Design nibble_deserializer_flat, sky130hd; sources not shown.
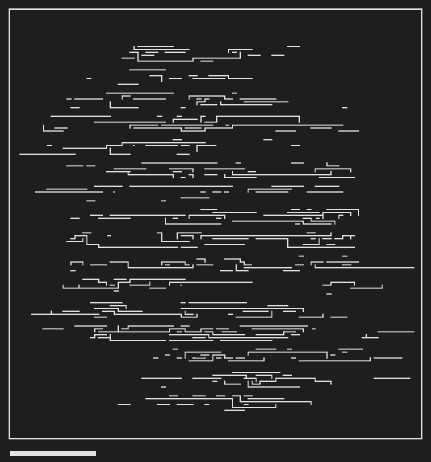
**Above:** met1 routing.
The bar under the picture is 10 µm long.
The wires run mostly horizontal. 125 nets have wire on it.
met1 GRT Util: 22.47%
vias: 796
WL final: 1982 µm

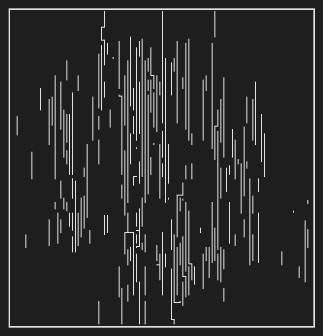
**Above:** the metal 2 layer.
114 nets have wire on it. The layer holds 50% of the routed length. The layer carries 984 µm of wire.
M2 GR Usage: 31.78%

==> results_slide.txt <==
Implementation Results

Floorplan
  • Die X-Extent: ~48 µm
  • Row count: 16

Routing
  • Initial DRC count: 8
  • Vias per cell: 5.342
  • WL per Instance: around 13 µm

Logic synthesis
  • Syn Nets: 107
  • Post-Synthesis Cells: a little under 100
  • Yosys chip area: 905.9 µm²
  • Ys flops: 19
  • Ys cells: around 100
  • Cell Type Count: 29
  • Mux area share: 11.05%
  • Simple share: 21.41%
  • XOR/XNOR Fraction of Synth Area: 4.006%

Critical path
  • CP Class: flop to output port
  • Top delay family on crit path: flip-flops
  • Max stage delay on crit path: about 400 ps

Timing
  • Fin Setup TNS: 0 ps
  • Clock Skew: just over 3 ps
  • Endpoints failing setup: 0
  • Fin. max-slew vios: 0
  • Peak Freq: 595.7 MHz
  • RSZ-0062 raised after global routing: false

Placed design
  • Detailed Place HPWL: 1548 µm
  • Routability Congestion: 0.8049

GRT
  • Initial antenna violation count: 0
  • Pin count of the biggest net entering global routing: 14
  • Global-route wire length before repair: approximately 3200 µm
  • Vias in the first global route: 761
  • Tot GR Track Use: 19.37%

Final layout
  • Antenna cells: 0
  • Max reg flops: 8
  • Nets: roughly 130

Clock tree
  • Clock sink count: 19
  • Root Buffer Master: clkbuf_4
  • Hold Buf Count CTS: 0
  • Clock Path Buffers: 2

Pwr
  • VDD IR max: 0.4087 mV
  • P_leak: 0.4871 nW

Run status
  • Outcome: completed
[cell families after synthesis]
logic type      after synthesis
compound gates               26
xor+xnor                      2
fa+ha+maj                     1
buf+inv                       5
flops                        19
mux                           9
simple gates                 36
[cell usage after synthesis]
cell type   n  area, µm²
nand2b_1    1      6.260
clkbuf_1    3      11.26
a211oi_1    1      7.510
nor2_1      6      22.52
o211ai_1    2      15.01
nor3_1      6      30.03
o21ai_0     8      40.04
nand3b_4    1      20.02
a31o_2      3      26.28
mux2_4      1      15.01
buf_2       1      5.000
and3b_2     1      10.01
xnor2_1     1      8.760
a21oi_1     7      35.03
o21ai_2     1      8.760
a311oi_1    1      8.760
or3_4       1      11.26
nor3b_1     3      22.52
or2_4       1      8.760
nor2b_1     1      6.260
xnor2_4     1      27.53
dfxtp_1    19      380.4
mux2i_1     4      40.04
a31oi_1     1      6.260
inv_1       1      3.750
mux2_2      4      45.04
a22oi_1     2      15.01
ha_1        1      12.51
nand2_1    15      56.30
[metal layers]
metal  vias up  GRT usage [%]  routed length, µm
li1        401              -                  -
met1       378          22.47                914
met2        12          31.78                983
met3         5          4.396                 37
met4         0          9.459                 46
met5         -              0                  0
[final cells by class]
cell class,instances,area [µm²]
flip-flops and latches,19,384.1
inverters,1,3.754
repair buffers,24,219.0
well taps,27,33.78
clock buffers,3,22.52
multi-input cells,74,505.5
fillers,165,728.2
clock inverters,1,5.005
[tightest hold or removal path, stage by stage (launching register included)]
cell and delay (ps):
dfxtp_1 320, nand2_1 50, mux2i_1 60
[per-stage QoR]
stage,std cells,worst slack [ps],utilization (%)
floorplan,98,94.55,-
global placement,145,-154.7,59.74
detailed placement,145,-210.9,59.74
CTS,149,3.635,61.45
global route,149,4.456,61.71
finish,149,21.27,61.71
[where the power goes]
part	total [W]	switching [W]	internal, W
sequential	0.000449	0.00000264	0.000446
combinational	0.0000549	0.0000269	0.0000280
clock	0.000241	0.000153	0.0000882
total	0.000745	0.000183	0.000562
[what timing repair did]
item | in CTS | in global routing
gates resized | 14 | 2
gates cloned | 0 | 0
setup endpoints to repair | 5 | 5
Power figures rest on the tool's default switching activity, not on a simulated workload.
